<file path="config.mk">
export PLATFORM = sky130hd
export DESIGN_NAME = sevenseg_scanner
export DESIGN_NICKNAME = d
export VERILOG_FILES = /design/src/rtl/sevenseg_scanner.sv
export SDC_FILE = /design/constraint.sdc
export NUM_CORES = 1
export LEC_CHECK = 0
export CAP_MARGIN = 15
export CORE_MARGIN = 1.5
export CORE_UTILIZATION = 50
export CTS_BUF_LIST = sky130_fd_sc_hd__clkbuf_2 sky130_fd_sc_hd__clkbuf_4 sky130_fd_sc_hd__clkbuf_8
export CTS_CLUSTER_DIAMETER = 50
export CTS_CLUSTER_SIZE = 20
export DETAILED_ROUTE_END_ITERATION = 16
export GPL_TIMING_DRIVEN = 0
export HOLD_SLACK_MARGIN = 0.03
export MAX_ROUTING_LAYER = met4
export PLACE_DENSITY = 0.83
export SYNTH_ARGS = -nofsm -noshare
export SYNTH_HDL_FRONTEND = slang
export SYNTH_SLANG_ARGS = --single-unit
</file>
<file path="constraint.sdc">
create_clock -name clk -period 2 [get_ports clk]
set_input_delay 0.3 -clock clk [delete_from_list [all_inputs] [get_ports clk]]
set_output_delay 0.3 -clock clk [all_outputs]
set_load 0.01 [all_outputs]
</file>
<file path="src/rtl/sevenseg_scanner.sv">
// Time-multiplexed driver for a 4-digit common-anode 7-segment display with
// per-digit blank/blink/decimal point and a dark guard gap at the start of each slot.
module sevenseg_scanner #(
    parameter int DIGIT_CYCLES = 100000,
    parameter int GUARD_CYCLES = 2000,
    parameter int BLINK_CYCLES = 25000000
) (
    input  logic        clk,
    input  logic        reset,
    input  logic [15:0] digits,
    input  logic [3:0]  dp_in,
    input  logic [3:0]  blank,
    input  logic [3:0]  blink,
    output logic [3:0]  an,
    output logic [6:0]  seg,
    output logic        dp
);

    localparam int SLOT_W  = $clog2(DIGIT_CYCLES);
    localparam int BLINK_W = $clog2(BLINK_CYCLES);
    localparam logic [SLOT_W-1:0]  SLOT_LAST  = SLOT_W'(DIGIT_CYCLES - 1);
    localparam logic [SLOT_W-1:0]  GUARD_L    = SLOT_W'(GUARD_CYCLES);
    localparam logic [BLINK_W-1:0] BLINK_LAST = BLINK_W'(BLINK_CYCLES - 1);

    logic [SLOT_W-1:0]  r_slot_cnt;
    logic [1:0]         r_idx;
    logic [BLINK_W-1:0] r_blink_cnt;
    logic               r_blink_ph;
    logic [3:0]         r_nib_l;
    logic               r_dp_l;
    logic               r_blank_l;
    logic               r_blink_l;
    logic [3:0]         r_an;
    logic [6:0]         r_seg;
    logic               r_dp;

    logic               w_slot_wrap;
    logic               w_blink_wrap;
    logic [3:0]         w_nib_sel;
    logic               w_lit;

    function automatic logic [6:0] decode(input logic [3:0] nib);
        logic [6:0] s;
        case (nib)
            4'h0: s = 7'h40;
            4'h1: s = 7'h79;
            4'h2: s = 7'h24;
            4'h3: s = 7'h30;
            4'h4: s = 7'h19;
            4'h5: s = 7'h12;
            4'h6: s = 7'h02;
            4'h7: s = 7'h78;
            4'h8: s = 7'h00;
            4'h9: s = 7'h10;
            4'hA: s = 7'h08;
            4'hB: s = 7'h03;
            4'hC: s = 7'h46;
            4'hD: s = 7'h21;
            4'hE: s = 7'h06;
            default: s = 7'h0E;
        endcase
        return s;
    endfunction

    assign w_slot_wrap  = (r_slot_cnt == SLOT_LAST);
    assign w_blink_wrap = (r_blink_cnt == BLINK_LAST);
    assign w_nib_sel    = digits[{r_idx, 2'b00} +: 4];

    // The guard term also hides the stale latch during slot_cnt==0, when the
    // new digit's data is only being captured.
    always_comb begin
        w_lit = 1'b0;
        if ((r_slot_cnt >= GUARD_L) && !r_blank_l && !(r_blink_l && r_blink_ph)) begin
            w_lit = 1'b1;
        end
    end

    always_ff @(posedge clk) begin
        if (reset) begin
            r_slot_cnt  <= '0;
            r_idx       <= '0;
            r_blink_cnt <= '0;
            r_blink_ph  <= 1'b0;
            r_nib_l     <= '0;
            r_dp_l      <= 1'b0;
            r_blank_l   <= 1'b0;
            r_blink_l   <= 1'b0;
            r_an        <= 4'hF;
            r_seg       <= 7'h7F;
            r_dp        <= 1'b1;
        end else begin
            r_slot_cnt <= w_slot_wrap ? '0 : r_slot_cnt + SLOT_W'(1);
            if (w_slot_wrap) begin
                r_idx <= r_idx + 2'd1;
            end

            r_blink_cnt <= w_blink_wrap ? '0 : r_blink_cnt + BLINK_W'(1);
            if (w_blink_wrap) begin
                r_blink_ph <= ~r_blink_ph;
            end

            if (r_slot_cnt == '0) begin
                r_nib_l   <= w_nib_sel;
                r_dp_l    <= dp_in[r_idx];
                r_blank_l <= blank[r_idx];
                r_blink_l <= blink[r_idx];
            end

            // Anode and cathodes always update together so a lit anode never sees stale segments.
            if (w_lit) begin
                r_an  <= ~(4'b0001 << r_idx);
                r_seg <= decode(r_nib_l);
                r_dp  <= ~r_dp_l;
            end else begin
                r_an  <= 4'hF;
                r_seg <= 7'h7F;
                r_dp  <= 1'b1;
            end
        end
    end

    assign an  = r_an;
    assign seg = r_seg;
    assign dp  = r_dp;

endmodule
</file>
Fig. 1: run 1, routed metal, one color a layer
Only two layers are drawn.
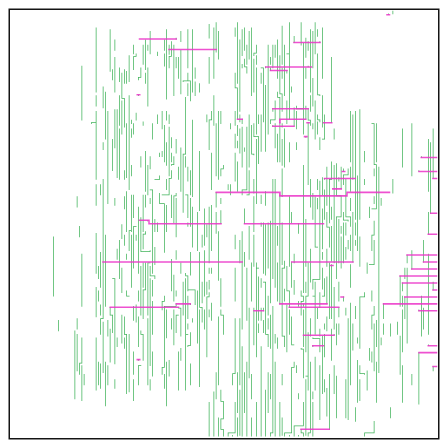
metal 2 -> green  # wire length 3550 µm
metal 3 -> magenta  # wire length 282 µm

Fig. 2: run 1, register map, names as in the netlist
Bar = 20 µm. Other sequential cells in the stronger gray, the rest of the logic in the fainter gray.
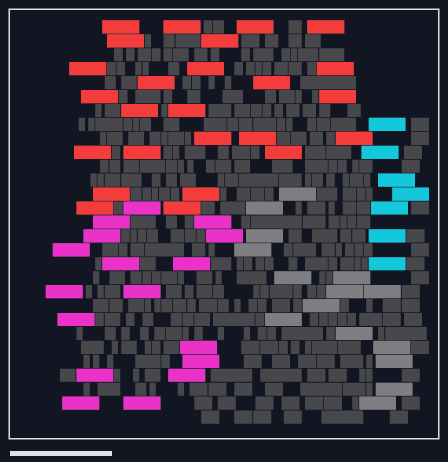
`seg` -> cyan  # flops 7, where middle right
`r_slot_cnt` -> magenta  # flops 17
`r_blink_cnt` -> red  # flops 25
FF/Latch Area: 1280 µm²
post-route core utilization: 63.4%
Seq area share: 32.0%
seq pwr: 1320 µW

Fig. 3: run 1, routing congestion map
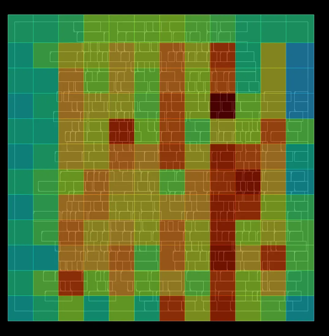
GRT Overall Usage: 22.7%
grt peak-use layer: met2
met1 layer usage reported by global route: 26.7%
Routed wire per std cell: 14.6 µm

Fig. 4: run 1, met1 routing
Bar = 20 µm. Supply wires on this layer in gray. Cells faint in the background.
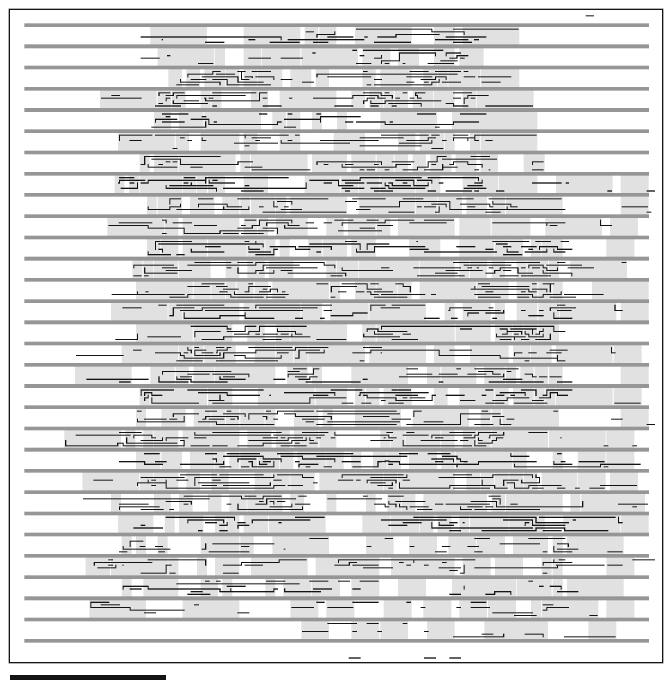
share of all routed wire = 44%
wire length on this layer = 3140 µm
longest straight run = 22.1 µm
nets with wire on the layer = 409
main direction = horizontal
Routed WL: 7180 µm
via count: 2827

==> impl_metrics.ini, run 1 <==
; synthesis and place-and-route metrics
[worst_setup_path]
ff2ff_path_depth = 7
reg2reg_from = r_slot_cnt[0]
cp.arrival_ps = 2090
critPathCaptureType = flop
crit_buf_inv = 2
cp-start-kind = flop
crit_start = r_slot_cnt[0]
required_ps = 2240
reg2reg_to = r_slot_cnt[6]
endpoint = r_slot_cnt[6]
crit_chain = ha_1 -> and4_1 -> buf_2 -> nand4_1 -> o21ai_4 -> clkbuf_4 -> nor2_1
critPathTopFamily = simple AND/OR/NAND/NOR gates
crit_slowest_cell = dfxtp_1
worstPathMaxFanout = 10
max_stage_delay_ps = 370

[power_and_ir_drop]
powerDensity_nw_per_um2 = 677
leakage_uw = 0.00140
ir_worst_vdd_v = 0.000416

[flow_run]
maxCapViolCount = 0
warning_count = 35

[final_layout]
n_clock_buffer = 13
flop-count = 64
inv_count = 12
syn_to_final_growth_pct = 23.3
bufAreaShareNonClock_pct = 13.7
n_antenna_cell = 0
clk_share_pct = 5.16
layout-drive-gt1-share_pct = 12.6
fillers = 525
layout.nets = 452
signal_buffers = 64
nMultiInputCombCells = 258
dominant_cells = logic gates
sh_comb_area_pct = 45.6

[route]
firstDrtPassIters = 4
drt_iter0_markers = 212
ant_nets = 0
routed_via_density = 5.76
drc = 0

[global_route]
grt_max_degree = 11
grt_pass1_vias = 2784
grt-ovfl-total = 0
antenna_found_initial = 0

[final_timing]
tightest_slew_ps = 620
fin_crit_ps = 1850
slew_headroom_pct = 58.7
hold_ws_ps = 384
fmax_ghz = 0.539
finalCritPeriodShare_pct = 92.7
hold_viol_final = 0
setup_viol_count_final = 0
drv_slew = 0

[outcome]
outcome = complete, no violations

[synth]
ys_types = 46
ys_seq_share_pct = 39.5
fp_nets = 399
yosys_warnings = 0
netlist_instances = 356
ys_area_um2 = 3240
synth_area_um2 = 3240
yosysCellCount = 356

[clocking]
clkSinkCount = 64
cts_tree = yes
clock_latency_ps = 350
root_buffer = clkbuf_8

[die]
die_x_um = 83.5
fp-utilization_pct = 51.4
ios = 42
die_y_um = 83.5
taps = 77
dieArea_um2 = 6980
core_um2 = 6310

[placement]
hpwlAfterDp_um = 4990
place.gp.congestion = 0.852

[hold_path]
hp-class = reg2reg
min_from = r_dp_l
==> run 1: synth_stat cells (all sizes together) <==
cell,instances,area [µm²]
dfxtp,64,1280
or4b,1,10.0
o21a,3,22.5
and4,8,72.6
or4,8,67.6
inv,12,45.0
and2,6,37.5
nand3b,1,7.51
o21ba,1,10.0
clkbuf,11,41.3
and4b,1,10.0
nand3,28,140
buf,11,82.6
mux2i,1,10.0
nor4,4,31.3
o31ai,9,81.3
xor2,15,131
or3,8,52.6
o2111a,1,11.3
nand4,12,93.8
o211ai,7,52.6
ha,13,163
nor2b,1,6.26
a2111oi,1,15.0
and3,5,31.3
mux4,7,158
a211oi,1,7.51
mux2,1,11.3
xnor2,6,52.6
nand4b,3,26.3
o21ai,20,104
nand2b,2,12.5
nor3,5,25.0
nor2,26,97.6
nand2,25,93.8
a21oi,28,148
==> run 1: sequential cells by signal (all words and copies together) (netlist names) <==
register     flops
an               4
dp               1
r_blank_l        1
r_blink_cnt     25
r_blink_l        1
r_blink_ph       1
r_dp_l           1
r_idx            2
r_nib_l          4
r_slot_cnt      17
seg              7
==> run 1: cells in the final DEF, fill, tap and decap left out, drive strengths merged, types with 13 or more instances in the layout <==
cell type / netlist / layout
ha: 13 / 13
xor2: 15 / 15
dfxtp: 64 / 64
clkdlybuf4s50: 0 / 41
nand3: 28 / 28
nor2: 26 / 26
o21ai: 20 / 20
a21oi: 28 / 28
clkbuf: 11 / 26
nand2: 25 / 25
==> run 1: routing by layer <==
metal  global-route usage, %  part of all wire, %
met1                    26.7                   44
met2                    37.2                   49
met3                    4.25                  3.9
met4                    11.8                  2.9
met5                       -                    0
==> run 1: power by group <==
part	internal, µW	switching (µW)
clock	668	492
sequential	1300	25.0
combinational	119	106
total	2080	623
==> run 1: worst min-delay path by stage <==
stage | endpoint | slack, ps | cells past startpoint
floorplan | dp | 350 | 1
global placement | dp | 360 | 1
CTS | dp | 390 | 1
detailed placement | dp | 370 | 1
global route | dp | 410 | 1
finish | dp | 380 | 1
==> run 1: stage by stage <==
step	setup TNS, ps	area, µm²	total power [µW]	instances	setup slack, ps
CTS	0	3960	2710	490	96.1
floorplan	0	3240	1470	356	311
global route	-13.4	4000	2800	491	-9.20
finish	0	4000	2710	491	145
global placement	0	3750	1550	474	152
detailed placement	0	3750	1560	474	107
==> run 1: worst register-to-register path, delay by kind of cell, from the launching register on <==
family / cells / cell delay, ps
AOI/OAI and AO/OA: 1 / 300
adders and majority gates: 1 / 220
buffers and inverters: 2 / 420
DFF: 1 / 370
and+or+nand+nor: 3 / 460
==> run 1: kinds of logic (layout without fill, tap and decap cells) <==
group | count (synthesis) | after routing | share of synthesized area [%]
AND-OR/OR-AND | 71 | 71 | 13.9
XOR/XNOR | 21 | 21 | 5.67
adder cells (fa/ha/maj) | 13 | 13 | 5.02
buffers and inverters | 34 | 92 | 5.21
flip-flops | 64 | 64 | 39.5
multiplexers | 9 | 9 | 5.52
AND/OR/NAND/NOR | 144 | 144 | 25.2
==> run 1: repair_timing <==
| action | CTS | global route |
|---|---|---|
| endpoints found under the setup margin | 0 | 26 |
| gates resized | 0 | 6 |
| hold buffers | 0 | 0 |
| hold endpoints to repair | 0 | 0 |
| setup buffers | 0 | 1 |
==> run 2, diff against run 1 <==
==> constraint.sdc (replaced) <==
create_clock -name clk -period 2 [get_ports clk]
set_input_delay 0.3 -clock clk [delete_from_list [all_inputs] [get_ports clk]]
set_output_delay 0.3 -clock clk [all_outputs]
set_load 0.005 [all_outputs]
Fig. 5: run 2, routed metal, one color a layer
Only two layers are drawn.
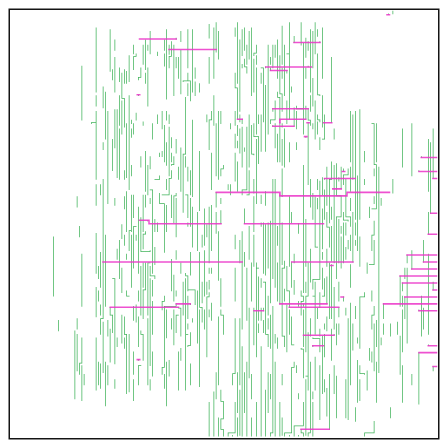
metal 2 -> green  # wire length 3550 µm
metal 3 -> magenta  # wire length 282 µm

Fig. 6: run 2, met1 routing
Bar = 20 µm. Supply wires on this layer in gray. Cells faint in the background.
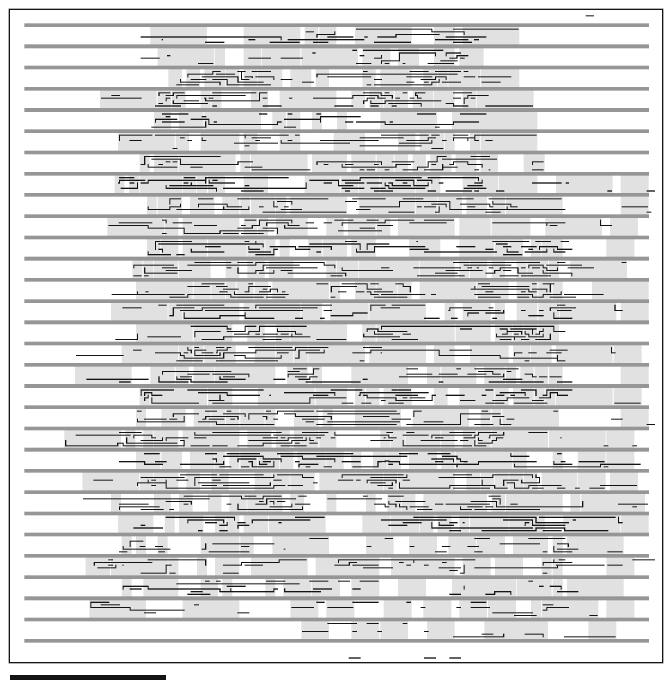
main direction = horizontal
nets with wire on the layer = 409
wire length on this layer = 3140 µm
longest straight run = 22.1 µm

==> run 2 against run 1 <==
Net effect:
- combinational power hardly changed
- largest power group unchanged
- critical endpoint unchanged
- first-iteration DRC count unchanged
- sequential cell count unchanged
- hold slack did not move
- global-route usage unchanged
- largest cell class unchanged
- sequential share of layout area unchanged
==> impl_metrics.ini, run 2 <==
; synthesis and place-and-route metrics
[clocking]
clkSinkCount = 64
clock_latency_ps = 350
cts_tree = yes
root_buffer = clkbuf_8

[synth]
yosysCellCount = 356
ys_seq_share_pct = 39.5
synth-main-ff-cell = dfxtp_1
synth_async_sr_flop_share_pct = 0
top_area_cell = dfxtp_1
synth_area_um2 = 3240
netlist.area_leader.share_pct = 39.5
top_cells_by_count = dfxtp_1 (64), nand3_1 (28), a21oi_1 (26), nor2_1 (26), nand2_1 (25)
yosys-top-cells-area = dfxtp_1 (40%), ha_1 (5.0%), mux4_2 (4.9%)
ys_types = 46
netlist_instances = 356
edf_count = 0
yosys_warnings = 0

[final_layout]
design_area_um2 = 4000
syn_to_final_growth_pct = 23.3
n_antenna_cell = 0
largest_register_ffs = 25
layout-drive-gt1-share_pct = 12.6
regMostFlops = r_blink_cnt
lay_top_cells = dfxtp_1 (64), clkdlybuf4s50_1 (41), nand3_1 (28)
lay_top_count = dfxtp_1
fillers = 525
layout.cells.non_filler = 491

[placement]
hpwlAfterDp_um = 4990
placed_cells = 474
place.gp.congestion = 0.852

[global_route]
grt_pass1_vias = 2784
grt_max_degree = 11
grt_use_total_pct = 22.7
antenna_found_initial = 0

[route]
vias = 2827
ant_nets = 0
drt_iter0_markers = 212
drc = 0
wl_per_cell_um = 14.6
routed_via_density = 5.76

[die]
fp-utilization_pct = 51.4
die_x_um = 83.5
dieArea_um2 = 6980
die_y_um = 83.5
ios = 42

[final_timing]
setup_viol_count_final = 0
fmax_ghz = 0.539
hold_viol_final = 0
finalCritPeriodShare_pct = 92.7
tns_ps = 0
fin_crit_ps = 1850
drv_slew = 0

[outcome]
outcome = complete, no violations

[power_and_ir_drop]
leakage_uw = 0.00140
ir_worst_vdd_v = 0.000416

[hold_path]
hold_depth = 1
hp-class = reg2reg

[worst_setup_path]
cp.arrival_ps = 2090
worstPathMaxFanout = 10
required_ps = 2240
critPathCaptureType = flop
ff2ff_path_depth = 7
cp-start-kind = flop

[flow_run]
maxCapViolCount = 0
warning_count = 35
## run 2: cell counts in the layout (fill, tap and decap cells not counted)
No cell type changed its count.
## run 2: worst paths after layout
check	from	end
worst max-delay path	r_slot_cnt[0]	r_slot_cnt[6]
worst max register to register	r_slot_cnt[0]	r_slot_cnt[6]
worst min-delay path	r_dp_l	dp
worst min register to register	r_dp_l	dp
## run 2: logic make-up after synthesis
| group | count (synthesis) | synth area share [%] |
|---|---|---|
| AND-OR/OR-AND | 71 | 13.9 |
| XOR/XNOR | 21 | 5.67 |
| adder cells (fa/ha/maj) | 13 | 5.02 |
| buffers and inverters | 34 | 5.21 |
| flip-flops | 64 | 39.5 |
| multiplexers | 9 | 5.52 |
| AND/OR/NAND/NOR | 144 | 25.2 |
## run 2: metrics by stage
step | power [µW] | hold slack (ps) | setup WS [ps]
5_1_grt | 2800 | 414 | -9.20
6_report | 2710 | 384 | 145
3_3_place_gp | 1550 | 363 | 152
2_1_floorplan | 1470 | 354 | 311
4_1_cts | 2710 | 386 | 96.1
3_5_place_dp | 1560 | 372 | 107
## run 2: repair_timing
item                                    in CTS  in global routing
endpoints found under the setup margin       0                 26
hold buffers                                 0                  0
buffers inserted                             0                  1
gates resized                                0                  6
## run 2: power breakdown
part | internal, µW | switching [µW] | total (µW)
registers | 1300 | 25.0 | 1320
logic | 119 | 106 | 225
clock network | 668 | 492 | 1160
## run 2: critical path: stages, from the launching register on
cell      delay (ps)
dfxtp_1          370
ha_1             220
and4_1           180
buf_2            160
nand4_1          210
o21ai_4          300
clkbuf_4         250
nor2_1            60
## run 2: layout make-up
| type | count | area [µm²] | area share [%] |
|---|---|---|---|
| Clock inverter | 3 | 40.0 | 1.00 |
| Buffer | 22 | 129 | 3.22 |
| Inverter | 12 | 45.0 | 1.13 |
| Timing Repair Buffer | 42 | 418 | 10.4 |
| Clock buffer | 13 | 166 | 4.16 |
| Sequential cell | 64 | 1280 | 32.0 |
| Tap cell | 77 | 96.3 | 2.41 |
| Multi-Input combinational cell | 258 | 1820 | 45.6 |
## run 2: metal layers
layer,part of all wire (%),routed length (µm),up-vias,GRT usage (%)
met5,0,0,-,-
met4,2.9,209,0,11.8
met3,3.9,281,17,4.25
met2,49,3550,73,37.2
met1,44,3140,1331,26.7
li1,-,-,1406,-
Power and IR drop assume default switching activity.
